io_fan.png
(2 px per um)
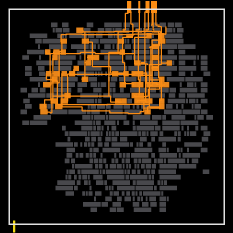
cell_density.png
(4 px per um) The die is cut into 11 by 11 equal tiles; dark blue is low, red is high, 0 to 100% covered.
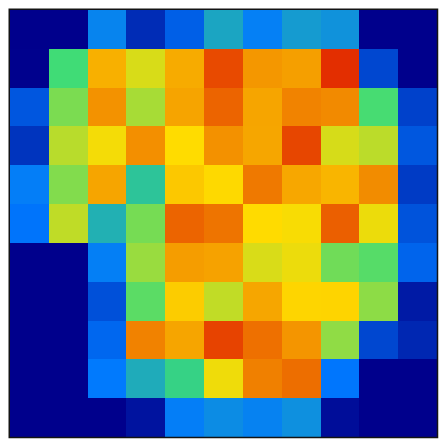
layer_met4.png
(4 px per um) Supply wires on this layer in grey.
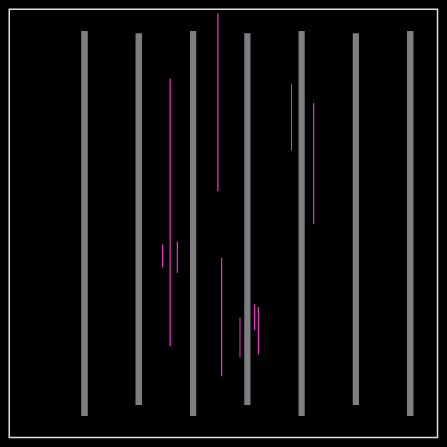
File: src/rtl/eth_rx_word_packer.sv
// eth_rx_word_packer: packs the MAC RX byte stream into 32-bit AXI-Stream words.
// Frames are truncated to MAX_BYTES; a byte-length strobe is emitted per frame.
// Optional feature macro: ETH_RX_PACKER_ERR_EN (adds m_axis_tuser on the tlast word).
module eth_rx_word_packer #(
  parameter int unsigned MAX_BYTES = 2048,
  parameter int unsigned LEN_W     = 16
) (
  input  logic             aclk,
  input  logic             areset,
  input  logic [7:0]       s_axis_tdata,
  input  logic             s_axis_tvalid,
  input  logic             s_axis_tlast,
  input  logic             s_axis_tuser,
  output logic             s_axis_tready,
  output logic [31:0]      m_axis_tdata,
  output logic [3:0]       m_axis_tkeep,
  output logic             m_axis_tvalid,
  output logic             m_axis_tlast,
`ifdef ETH_RX_PACKER_ERR_EN
  output logic             m_axis_tuser,
`endif
  input  logic             m_axis_tready,
  output logic [LEN_W-1:0] frame_len,
  output logic             frame_len_vld
);

  localparam int unsigned BYTE_W = 8;
  localparam int unsigned ACC_W  = 3 * BYTE_W;
  localparam int unsigned DATA_W = 4 * BYTE_W;
  localparam int unsigned KEEP_W = 4;
  localparam logic [LEN_W-1:0] MAX_CNT = LEN_W'(MAX_BYTES);

  typedef enum logic [0:0] {
    ST_PACK    = 1'b0,
    ST_DISCARD = 1'b1
  } state_e;

  state_e              state_q, state_d;
  logic [1:0]          lane_q, lane_d;
  logic [ACC_W-1:0]    acc_q, acc_d;
  logic [LEN_W-1:0]    byte_cnt_q, byte_cnt_d;
  logic [DATA_W-1:0]   tdata_q, tdata_d;
  logic [KEEP_W-1:0]   tkeep_q, tkeep_d;
  logic                tvalid_q, tvalid_d;
  logic                tlast_q, tlast_d;
  logic                tuser_q, tuser_d;
  logic [LEN_W-1:0]    frame_len_q, frame_len_d;
  logic                frame_len_vld_q, frame_len_vld_d;

  logic                s_ready_c;
  logic                byte_acc_c;
  logic [LEN_W-1:0]    cnt_inc_c;
  logic                hit_max_c;

  // Merge the held bytes with the completing byte; lanes above it stay zero.
  function automatic logic [DATA_W-1:0] pack_word(input logic [ACC_W-1:0] acc,
                                                  input logic [1:0] lane,
                                                  input logic [BYTE_W-1:0] b);
    logic [DATA_W-1:0] w;
    w = '0;
    case (lane)
      2'd0:    w = {24'h0, b};
      2'd1:    w = {16'h0, b, acc[7:0]};
      2'd2:    w = {8'h0, b, acc[15:0]};
      default: w = {b, acc};
    endcase
    return w;
  endfunction

  // Contiguous lane mask for a word completed at the given lane.
  function automatic logic [KEEP_W-1:0] keep_mask(input logic [1:0] lane);
    logic [KEEP_W-1:0] k;
    case (lane)
      2'd0:    k = 4'b0001;
      2'd1:    k = 4'b0011;
      2'd2:    k = 4'b0111;
      default: k = 4'b1111;
    endcase
    return k;
  endfunction

  // Upstream backpressure: only a stalled pending word blocks packing.
  assign s_ready_c  = (state_q == ST_DISCARD) ? 1'b1 : !(tvalid_q && !m_axis_tready);
  assign byte_acc_c = s_axis_tvalid && s_ready_c;
  assign cnt_inc_c  = (byte_cnt_q >= MAX_CNT) ? MAX_CNT : byte_cnt_q + LEN_W'(1);

  // Next-state, accumulator, output-register and length-strobe logic.
  always_comb begin
    state_d         = state_q;
    lane_d          = lane_q;
    acc_d           = acc_q;
    byte_cnt_d      = byte_cnt_q;
    tdata_d         = tdata_q;
    tkeep_d         = tkeep_q;
    tvalid_d        = tvalid_q;
    tlast_d         = tlast_q;
    tuser_d         = tuser_q;
    frame_len_d     = frame_len_q;
    frame_len_vld_d = 1'b0;
    hit_max_c       = 1'b0;

    // Accepted word with nothing new behind it: clear the output register.
    if (tvalid_q && m_axis_tready) begin
      tdata_d  = '0;
      tkeep_d  = '0;
      tvalid_d = 1'b0;
      tlast_d  = 1'b0;
      tuser_d  = 1'b0;
    end

    case (state_q)
      ST_PACK: begin
        if (byte_acc_c) begin
          byte_cnt_d = cnt_inc_c;
          hit_max_c  = (cnt_inc_c == MAX_CNT);
          if ((lane_q == 2'd3) || s_axis_tlast || hit_max_c) begin
            tdata_d  = pack_word(acc_q, lane_q, s_axis_tdata);
            tkeep_d  = keep_mask(lane_q);
            tvalid_d = 1'b1;
            tlast_d  = s_axis_tlast || hit_max_c;
            tuser_d  = s_axis_tlast ? s_axis_tuser : hit_max_c;
            lane_d   = 2'd0;
            acc_d    = '0;
          end else begin
            case (lane_q)
              2'd0:    acc_d[7:0]   = s_axis_tdata;
              2'd1:    acc_d[15:8]  = s_axis_tdata;
              default: acc_d[23:16] = s_axis_tdata;
            endcase
            lane_d = lane_q + 2'd1;
          end
          if (s_axis_tlast) begin
            frame_len_d     = cnt_inc_c;
            frame_len_vld_d = 1'b1;
            byte_cnt_d      = '0;
          end else if (hit_max_c) begin
            state_d = ST_DISCARD;
          end
        end
      end
      ST_DISCARD: begin
        if (byte_acc_c && s_axis_tlast) begin
          frame_len_d     = byte_cnt_q;
          frame_len_vld_d = 1'b1;
          byte_cnt_d      = '0;
          lane_d          = 2'd0;
          acc_d           = '0;
          state_d         = ST_PACK;
        end
      end
      default: state_d = ST_PACK;
    endcase
  end

  // State and datapath registers with asynchronous reset.
  always_ff @(posedge aclk or posedge areset) begin
    if (areset) begin
      state_q         <= ST_PACK;
      lane_q          <= '0;
      acc_q           <= '0;
      byte_cnt_q      <= '0;
      tdata_q         <= '0;
      tkeep_q         <= '0;
      tvalid_q        <= 1'b0;
      tlast_q         <= 1'b0;
      tuser_q         <= 1'b0;
      frame_len_q     <= '0;
      frame_len_vld_q <= 1'b0;
    end else begin
      state_q         <= state_d;
      lane_q          <= lane_d;
      acc_q           <= acc_d;
      byte_cnt_q      <= byte_cnt_d;
      tdata_q         <= tdata_d;
      tkeep_q         <= tkeep_d;
      tvalid_q        <= tvalid_d;
      tlast_q         <= tlast_d;
      tuser_q         <= tuser_d;
      frame_len_q     <= frame_len_d;
      frame_len_vld_q <= frame_len_vld_d;
    end
  end

  assign s_axis_tready = s_ready_c;
  assign m_axis_tdata  = tdata_q;
  assign m_axis_tkeep  = tkeep_q;
  assign m_axis_tvalid = tvalid_q;
  assign m_axis_tlast  = tlast_q;
  assign frame_len     = frame_len_q;
  assign frame_len_vld = frame_len_vld_q;

`ifdef ETH_RX_PACKER_ERR_EN
  assign m_axis_tuser = tuser_q;
`else
  // Error flag has no destination without the tuser output.
  logic unused_tuser;
  assign unused_tuser = tuser_q ^ s_axis_tuser;
`endif

endmodule
File: config.mk
export PLATFORM = sky130hd
export DESIGN_NAME = eth_rx_word_packer
export DESIGN_NICKNAME = d
export VERILOG_FILES = /design/src/rtl/eth_rx_word_packer.sv
export SDC_FILE = /design/constraint.sdc
export NUM_CORES = 1
export LEC_CHECK = 0
export CORE_MARGIN = 5
export CORE_UTILIZATION = 48
export DETAILED_ROUTE_END_ITERATION = 6
export PLACE_DENSITY = 0.86
export RECOVER_POWER = 50
export SLEW_MARGIN = 20
export SYNTH_ARGS = -nofsm -noshare
export SYNTH_HDL_FRONTEND = slang
export SYNTH_SLANG_ARGS = --single-unit
File: constraint.sdc
create_clock -name aclk -period 3.5 [get_ports aclk]
set_clock_uncertainty 0.1 [all_clocks]
set_input_delay 1.05 -clock aclk [delete_from_list [all_inputs] [get_ports aclk]]
set_output_delay 1.05 -clock aclk [all_outputs]
set_load 0.01 [all_outputs]
==> flow_results.org <==
#+TITLE: Physical design notes

** Setup path
- The worst setup path is captured at a primary output.
- The worst register-to-register path begins at byte_cnt_q[0].
- STA shows the worst reg2reg path with a cell count of 6.
- The OpenROAD report gives the critical path a required time of 2.35 ns.
- Critical Path End :: s_axis_tready
- Looking at the reg2reg group, the worst path ends at acc_q[21].
- The critical path starts at m_axis_tready.
- Setup slack on the worst reg-to-reg path comes out at 0.81 ns.

** Flow run
- The tool warning count for the run is 33.
- The report counts max-capacitance violations totalling 0.

** Layout
- Once layout is complete, the cells apart from fillers number roughly 600.
- Measured on the final layout, buffering overhead outside the clock network stands at 0.144.
- Final-layout clock buffer total :: 10
- Between the synthesized netlist and the finished layout, the area growth was recorded as 23.3%.
- Count of sequential standard cells :: 98
- Layout Utilization :: 0.602
- The top cell type in the final layout, fill and taps aside, is sky130_fd_sc_hd__dfrtp_1.
- Area occupied by multi-input gates :: 1890 um2
- Per the layout area report, the sequential fraction of cell area is 0.443.
- Sequential cell area :: 2450 um2
- At the end of the flow, the number of nets in the layout was 506.
- For the completed layout, the total cell area is recorded as roughly 5500 um2.

** Route
- In this run the remaining antenna-violating nets after routing total 0.
- Per the detail_route report, the via count comes to 3671.
- Routed met3 length :: about 730 um
- Top sig layer :: met4
- Final routed wirelength across all metal layers :: 11300 um
- Met1 Wirelength :: 4840 um
- Wire length per cell :: 18.7 um
- DRC violations left :: 0

** Synthesis
- The cell-mix breakdown from Yosys lists the compound-gate area share as 0.189.
- The cell-mix breakdown from Yosys lists the XOR/XNOR area share as 0.00390.
- Per the synthesis report, the simple-gate share of the synthesized area is 0.146.
- Of all flip-flops after synthesis, the portion carrying an async set or reset was 1.00.
- Number of enable flip-flop cells :: 0
- During synthesis, Yosys emitted a total of 0 warnings.
- Area leader, netlist :: sky130_fd_sc_hd__dfrtp_1
- After synthesis, the largest family of logic cells by area is AND-OR/OR-AND gates.
- MUX area fraction :: 0.0630
- Part of the Yosys area used for sequential elements :: 0.546
- Most common cell in the synthesized netlist :: sky130_fd_sc_hd__dfrtp_1
- The synthesized netlist has a Yosys-reported chip area of 4490 um2.

** Worst hold path
- The worst hold path belongs to the class register to register.
- Looking at hold timing, the worst path starts from frame_len[14].

** Pwr
- Internal power comes to 2.00 mW.
- In this run, power in the clock network comes to 797 uW.
- For the sequential group, total power comes out at 1.40 mW.
- Switching pwr :: 936 uW
- The script computed a power per unit cell area of between 500 and 600 nW/um2.

** Global routing
- For this run, global-route usage on met3 was measured as 0.0355.
- Total global-route track usage over all layers is 0.201.
- Largest net degree at the start of global routing :: about 62

** Status
- Run status :: completed

** Placed design
- Setup WS pre-CTS :: 0.0218 ns
- DP Area :: about 5300 um2

** STA
- In the final report, the number of hold violations comes to 0.
- In the post-route analysis, the smallest setup slack over all paths is between 0.15 and 0.2 ns.
- The final timing summary puts the cycle share of the worst path at 0.949.

** Die
- The design received a total of 111 well taps at floorplan.
- Initial Utilization :: 0.488
- Overall die width :: 107 um

** Clocking
- Total of hold buffers inserted after clock tree synthesis :: 0
- CTS HTree Levels :: 3
Notes on io_fan.png above:
s_axis_tuser: shown in yellow, bits 1, direction input, edge bottom, end cells 0, buffers 0. s_axis_tdata: shown in orange, bits 8, direction input, edge top, end cells 56, buffers 8, wire 1030 um.

Notes on cell_density.png above:
33% of the tiles are over 75% full. 17% of the tiles are nearly empty. The fullest tile reaches 95%. The densest ninth of the die: middle. The mean over all tiles is 47%. The emptiest ninth of the die: bottom left.

Notes on layer_met4.png above:
The longest straight run is 66.6 um. The layer holds 2.0% of the routed length. The layer carries 226 um of wire. 9 nets have wire on it. The wires run mostly vertical.

No activity file was given, so power comes from the tool's default toggle rates.
